### Clock wires, drivers and flops

(4 px per µm)
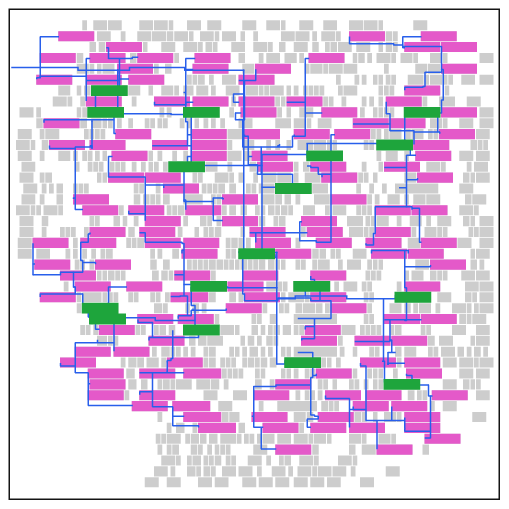
### Clock routing

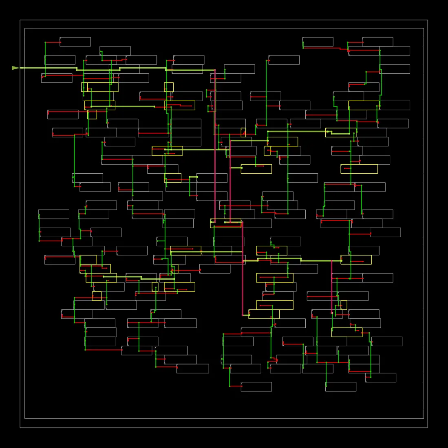
### Metal 3

(4 px per µm)
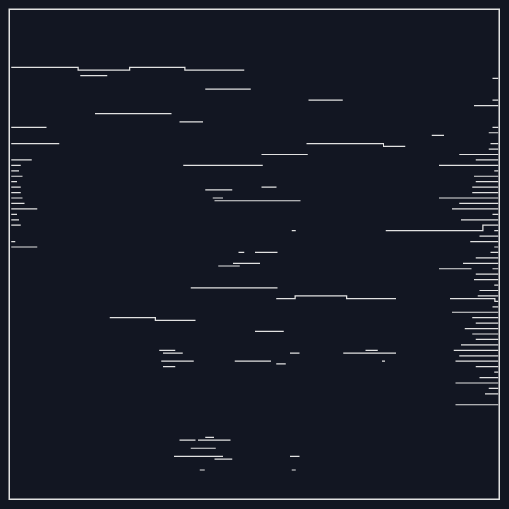
### Selected gate families

(2 px per µm)
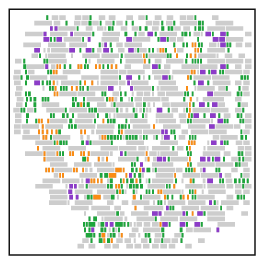
### src/rtl/dp_tap_pkg.sv
// Shared types and constants for the dp_tap_mdr JTAG test access port.
package dp_tap_pkg;

  // IEEE 1149.1 TAP states, using the customary 4-bit state encoding.
  typedef enum logic [3:0] {
    EXIT2_DR = 4'h0,
    EXIT1_DR = 4'h1,
    SHIFT_DR = 4'h2,
    PAUSE_DR = 4'h3,
    SEL_IR   = 4'h4,
    UPD_DR   = 4'h5,
    CAP_DR   = 4'h6,
    SEL_DR   = 4'h7,
    EXIT2_IR = 4'h8,
    EXIT1_IR = 4'h9,
    SHIFT_IR = 4'hA,
    PAUSE_IR = 4'hB,
    RTI      = 4'hC,
    UPD_IR   = 4'hD,
    CAP_IR   = 4'hE,
    TLR      = 4'hF
  } tap_state_t;

  // Which data register class the current instruction selects.
  typedef enum logic [1:0] {
    DR_BYPASS,
    DR_IDCODE,
    DR_USER
  } dr_sel_t;

  // Instruction codes: USER k is IR_USER_BASE + k, everything unlisted is BYPASS.
  localparam int IR_IDCODE    = 1;
  localparam int IR_USER_BASE = 2;

  // Low bits loaded into the IR shift register in CAP_IR; upper bits are zero.
  localparam logic [1:0] IR_CAP_LSBS = 2'b01;

endpackage

### src/rtl/dp_tap_fsm.sv
// 16-state IEEE 1149.1 TAP controller: state register plus next-state logic.
module dp_tap_fsm
  import dp_tap_pkg::*;
(
  input  logic       tck,
  input  logic       trst,
  input  logic       tms,
  output tap_state_t state_q,
  output tap_state_t state_d
);

  // State register; trst forces Test-Logic-Reset immediately.
  // NOTE: sequential state uses <= so every flop samples pre-edge values.
  always_ff @(posedge tck or posedge trst) begin
    if (trst) state_q <= TLR;
    else      state_q <= state_d;
  end

  // Next state from the current state and tms.
  // NOTE: default assignment first so no path leaves state_d unassigned (no latch).
  always_comb begin
    state_d = state_q;
    case (state_q)
      TLR:      state_d = tms ? TLR      : RTI;
      RTI:      state_d = tms ? SEL_DR   : RTI;
      SEL_DR:   state_d = tms ? SEL_IR   : CAP_DR;
      CAP_DR:   state_d = tms ? EXIT1_DR : SHIFT_DR;
      SHIFT_DR: state_d = tms ? EXIT1_DR : SHIFT_DR;
      EXIT1_DR: state_d = tms ? UPD_DR   : PAUSE_DR;
      PAUSE_DR: state_d = tms ? EXIT2_DR : PAUSE_DR;
      EXIT2_DR: state_d = tms ? UPD_DR   : SHIFT_DR;
      UPD_DR:   state_d = tms ? SEL_DR   : RTI;
      SEL_IR:   state_d = tms ? TLR      : CAP_IR;
      CAP_IR:   state_d = tms ? EXIT1_IR : SHIFT_IR;
      SHIFT_IR: state_d = tms ? EXIT1_IR : SHIFT_IR;
      EXIT1_IR: state_d = tms ? UPD_IR   : PAUSE_IR;
      PAUSE_IR: state_d = tms ? EXIT2_IR : PAUSE_IR;
      EXIT2_IR: state_d = tms ? UPD_IR   : SHIFT_IR;
      UPD_IR:   state_d = tms ? SEL_DR   : RTI;
      default:  state_d = TLR;
    endcase
  end

endmodule

### src/rtl/dp_tap_mdr.sv
// JTAG TAP with instruction register, BYPASS, IDCODE and N_DR user data
// registers exchanged with the debug core through strobed parallel ports.
module dp_tap_mdr
  import dp_tap_pkg::*;
#(
  parameter int          IR_W   = 4,
  parameter int          DR_W   = 32,
  parameter int          N_DR   = 2,
  parameter logic [31:0] IDCODE = 32'h1BA0_0477
) (
  input  logic                   tck,
  input  logic                   trst,
  input  logic                   tdi,
  input  logic                   tms,
  output logic                   tdo,
  output logic                   tdo_en,
  input  logic [N_DR*DR_W-1:0]   dr_cap_data,
  output logic [N_DR-1:0]        dr_cap_stb,
  output logic [N_DR*DR_W-1:0]   dr_upd_data,
  output logic [N_DR-1:0]        dr_upd_vld,
  output logic [3:0]             tap_state,
  output logic [IR_W-1:0]        ir_q
);

  // Parameter sanity: user codes must fit below the all-ones BYPASS code.
  if (DR_W < 1) begin : g_bad_dr_w
    $error("dp_tap_mdr: DR_W must be at least 1");
  end
  if (N_DR < 1) begin : g_bad_n_dr
    $error("dp_tap_mdr: N_DR must be at least 1");
  end
  if (2 + N_DR > (1 << IR_W) - 1) begin : g_bad_ir_w
    $error("dp_tap_mdr: IR_W too small for 2+N_DR instruction codes");
  end
  if (IDCODE[0] != 1'b1) begin : g_bad_idcode
    $error("dp_tap_mdr: IDCODE bit 0 must be 1");
  end

  tap_state_t                  state_q, state_d;
  logic [IR_W-1:0]             ir_sr_q, ir_sr_d, ir_d;
  logic                        bypass_q, bypass_d;
  logic [31:0]                 id_sr_q, id_sr_d;
  logic [DR_W-1:0]             usr_sr_q, usr_sr_d;
  logic [N_DR-1:0][DR_W-1:0]   cap_arr, upd_q, upd_d;
  logic [N_DR-1:0]             stb_q, stb_d, vld_q, vld_d;
  dr_sel_t                     dr_sel;
  logic [N_DR-1:0]             usr_hit;

  dp_tap_fsm u_fsm (
    .tck     (tck),
    .trst    (trst),
    .tms     (tms),
    .state_q (state_q),
    .state_d (state_d)
  );

  assign cap_arr     = dr_cap_data;
  assign dr_upd_data = upd_q;
  assign dr_cap_stb  = stb_q;
  assign dr_upd_vld  = vld_q;
  assign tap_state   = state_q;

  // Instruction decode: IDCODE, one-hot USER k, otherwise BYPASS.
  always_comb begin
    dr_sel  = DR_BYPASS;
    usr_hit = '0;
    if (ir_q == IR_W'(IR_IDCODE)) dr_sel = DR_IDCODE;
    for (int k = 0; k < N_DR; k++) begin
      if (ir_q == IR_W'(IR_USER_BASE + k)) begin
        dr_sel     = DR_USER;
        usr_hit[k] = 1'b1;
      end
    end
  end

  // IR path: capture pattern, shift right from tdi, update; TLR entry forces IDCODE.
  always_comb begin
    ir_sr_d = ir_sr_q;
    ir_d    = ir_q;
    case (state_q)
      CAP_IR:   ir_sr_d = IR_W'(IR_CAP_LSBS);
      SHIFT_IR: ir_sr_d = IR_W'({tdi, ir_sr_q} >> 1);
      UPD_IR:   ir_d    = ir_sr_q;
      default:  ;
    endcase
    if (state_d == TLR) ir_d = IR_W'(IR_IDCODE);
  end

  // DR path: capture/shift the selected register; update and pulse for USER k.
  always_comb begin
    bypass_d = bypass_q;
    id_sr_d  = id_sr_q;
    usr_sr_d = usr_sr_q;
    upd_d    = upd_q;
    stb_d    = '0;
    vld_d    = '0;
    case (state_q)
      CAP_DR: begin
        case (dr_sel)
          DR_IDCODE: id_sr_d = IDCODE;
          DR_USER: begin
            for (int k = 0; k < N_DR; k++) begin
              if (usr_hit[k]) usr_sr_d = cap_arr[k];
            end
            stb_d = usr_hit;
          end
          default:   bypass_d = 1'b0;
        endcase
      end
      SHIFT_DR: begin
        case (dr_sel)
          DR_IDCODE: id_sr_d  = {tdi, id_sr_q[31:1]};
          DR_USER:   usr_sr_d = DR_W'({tdi, usr_sr_q} >> 1);
          default:   bypass_d = tdi;
        endcase
      end
      UPD_DR: begin
        for (int k = 0; k < N_DR; k++) begin
          if (usr_hit[k]) upd_d[k] = usr_sr_q;
        end
        vld_d = usr_hit;
      end
      default: ;
    endcase
  end

  // Serial output: LSB of the active shift register, only in the shift states.
  always_comb begin
    tdo    = 1'b0;
    tdo_en = 1'b0;
    if (state_q == SHIFT_IR) begin
      tdo    = ir_sr_q[0];
      tdo_en = 1'b1;
    end else if (state_q == SHIFT_DR) begin
      tdo_en = 1'b1;
      case (dr_sel)
        DR_IDCODE: tdo = id_sr_q[0];
        DR_USER:   tdo = usr_sr_q[0];
        default:   tdo = bypass_q;
      endcase
    end
  end

  // Register bank; trst clears everything, including the update values.
  // NOTE: upd_q is a flop array, not RAM, because trst must clear it.
  always_ff @(posedge tck or posedge trst) begin
    if (trst) begin
      ir_sr_q  <= '0;
      ir_q     <= IR_W'(IR_IDCODE);
      bypass_q <= 1'b0;
      id_sr_q  <= '0;
      usr_sr_q <= '0;
      upd_q    <= '0;
      stb_q    <= '0;
      vld_q    <= '0;
    end else begin
      ir_sr_q  <= ir_sr_d;
      ir_q     <= ir_d;
      bypass_q <= bypass_d;
      id_sr_q  <= id_sr_d;
      usr_sr_q <= usr_sr_d;
      upd_q    <= upd_d;
      stb_q    <= stb_d;
      vld_q    <= vld_d;
    end
  end

endmodule

### config.mk
export PLATFORM = sky130hd
export DESIGN_NAME = dp_tap_mdr
export DESIGN_NICKNAME = d
export VERILOG_FILES = /design/src/rtl/dp_tap_pkg.sv /design/src/rtl/dp_tap_fsm.sv /design/src/rtl/dp_tap_mdr.sv
export SDC_FILE = /design/constraint.sdc
export NUM_CORES = 1
export LEC_CHECK = 0
export ABC_AREA = 1
export CORE_UTILIZATION = 46
export DETAILED_ROUTE_END_ITERATION = 7
export GPL_TIMING_DRIVEN = 0
export PLACE_DENSITY = 0.75
export SYNTH_ARGS = -nofsm -noshare
export SYNTH_HDL_FRONTEND = slang
export SYNTH_HIERARCHICAL = 1
export SYNTH_SLANG_ARGS = --single-unit
### constraint.sdc
create_clock -name tck -period 5.8 [get_ports tck]
set_clock_uncertainty 0.1 [all_clocks]
set_input_delay 1.74 -clock tck [delete_from_list [all_inputs] [get_ports tck]]
set_output_delay 1.74 -clock tck [all_outputs]
set_load 0.03 [all_outputs]
==> metrics.csv <==
stage,metric,value,unit
outcome,status,"finished, final reports clean",
layout,Area-dominant class,sequential cells,
pwr,leakage power,4.58,nW
yosys,Syn Nets,874,
sta,Rel. slew slack,0.543,
yosys,Dominant Register Cell,dfrtp_1,
global_routing,initial antenna violation count,0,
floorplan,Die Area,14900,µm²
yosys,area of the mapped netlist,6640,µm²
yosys,synth unique cells,26,
layout,Comb/total area,0.281,
yosys,ys flops,145,
critical_path,Worst path max stage delay,0.69,ns
detailed_routing,DR vias/cell,4.96,
yosys,Ys Warns,6,
sta,Period minus WS final,4.51,ns
detailed_routing,router iterations before antenna repair,5,
yosys,Mean Syn Cell Area,8.24,µm²
layout,non-clock buffer share of cell area,0.194,
layout,P&R area growth vs syn,34.7,%
yosys,adder-cell share of the synthesized area,0,
place,DP Cell Count,1132,
clock_network,clk buf depth,2,
layout,comb. cell area,2510,µm²
yosys,"Chip Area, Yosys",6640,µm²
critical_path,CP max FO,10,
place,DP Area,8350,µm²
yosys,cell type with the largest total area,dfrtp_1,
layout,"Design Area, Final",8940,µm²
layout,Final Non-Filler Cells,1163,
clock_network,hold_buf cts,0,
sta,RSZ-0062 raised after global routing,no,
critical_path,Bufs and invs on worst path,4,
sta,final setup fails,0,
sta,"Hold Vio Cnt, Final",0,
critical_path,CP arrival,2.67,ns
detailed_routing,total routed wirelength,16.6,mm
clock_network,clk root buf,clkbuf_16,
sta,fmax,0.221,GHz
layout,clock buffer count,20,
floorplan,I/O pin total,146,
critical_path,r2r setup slk,3.85,ns
global_routing,GRT Util Overall,0.235,
clock_network,postcts setup bufs,0,
pwr,Final Power,3.83,mW
flow_run,OpenROAD warning count,26,
place,DP HPWL,11.7,mm
global_routing,largest net degree at the start of global routing,77,
yosys,"top cells by count, synth","nand2_1 (288), dfrtp_1 (140), nor2_1 (116)",
yosys,yosys cell count,806,
hold_path,Hold Path Class,reg2reg,
yosys,"top comb family, area",simple AND/OR/NAND/NOR gates,
layout,Finished Core Util,0.639,
yosys,cells after synthesis,806,
sta,max-slew violations,0,
yosys,Area leader share,0.528,
floorplan,Core ar.,14000,µm²
clock_network,clk slew on worst S/H paths,0.06,ns
global_routing,vias in the first global route,5440,
sta,cycle use final,0.778,
clock_network,H-tree Lvls,4,
critical_path,crit path kind,reg2out,
pwr,Max rail drop VDD,0.226,mV
place,Final GP Congestion,0.783,
place,port bufs,145,
clock_network,Resized Gates After CTS,0,
layout,layout cells sized above 1,0.127,
yosys,ys async rst share,1.00,
critical_path,crit start category,flip-flop,
detailed_routing,DR iter-0 viols,360,
yosys,Post-synth EDFFs,0,
-- 'Clock wires, drivers and flops' (at the start) --
Blue shows clock wires, length 1620 µm. Magenta shows flip-flops, count 145. Green shows clock-net drivers, count 17.
There are 18 routed clock nets.

-- 'Clock routing' (at the start) --
CTS Buf Count: 17
Late-Pin Clk Latency: 0.42 ns
Num Clock Sinks: 145
Clk power: 1.09 mW
sequential cell count: 145

-- 'Metal 3' (at the start) --
The layer holds 4.7% of the routed length. The wires run mostly horizontal.

-- 'Selected gate families' (at the start) --
Orange shows nor cells, cells 121. Green shows nand cells, cells 360, where widely spread. Purple shows aoi and oai cells, cells 78, where widely spread.

sequential cells by signal, indices dropped and copies added, names as in the netlist:
signal,count
dr_upd_data,64
id_sr_q,32
usr_sr_q,32
ir_q,4
ir_sr_q,4
u_fsm/state_q,4
dr_cap_stb,2
dr_upd_vld,2
bypass_q,1
path summary, 6_finish.rpt:
check,startpoint,to,depth (start not counted)
worst max-delay path,u_fsm/state_q[1],tdo,8
worst min-delay path,dr_upd_data[61],dr_upd_data[61],2
worst max register to register,u_fsm/state_q[2],dr_upd_data[6],6
worst min register to register,dr_upd_data[61],dr_upd_data[61],2
max in group asynchronous,trst,ir_q[0],3
min in group asynchronous,trst,u_fsm/state_q[2],2
worst register-to-register path, cell delays in order, from the launching register on:
cell and delay [ns]:
dfstp_2 0.57, buf_4 0.19, inv_2 0.12, nor3_2 0.25, nand2_1 0.12, clkbuf_1 0.29
o21ai_1 0.24
report_power, final:
part / total, mW / switching (mW) / internal, mW / leakage [nW]
logic: 1.31 / 0.844 / 0.470 / 2.50
registers: 1.42 / 0.171 / 1.25 / 1.79
clock network: 1.09 / 0.401 / 0.692 / 0.287
total: 3.83 / 1.42 / 2.42 / 4.58
layout by cell type, fill, tap and decap left out, drive strengths merged, types with 6 or more instances in the layout:
| cell type | netlist | layout |
|---|---|---|
| buf | 27 | 28 |
| clkbuf | 12 | 32 |
| clkdlybuf4s50 | 0 | 145 |
| clkinv | 1 | 6 |
| dfrtp | 140 | 140 |
| inv | 61 | 61 |
| nand2 | 293 | 293 |
| nand3 | 63 | 63 |
| nor2 | 119 | 119 |
| o21ai | 71 | 71 |
metal layers:
layer	global-route usage	share of wire	vias up
met4	0.0610	0.012	0
met2	0.392	0.50	145
met3	0.0473	0.047	16
met5	0	0	-
met1	0.314	0.45	2753
li1	-	-	2853
Power is estimated from default activity; no workload was simulated.
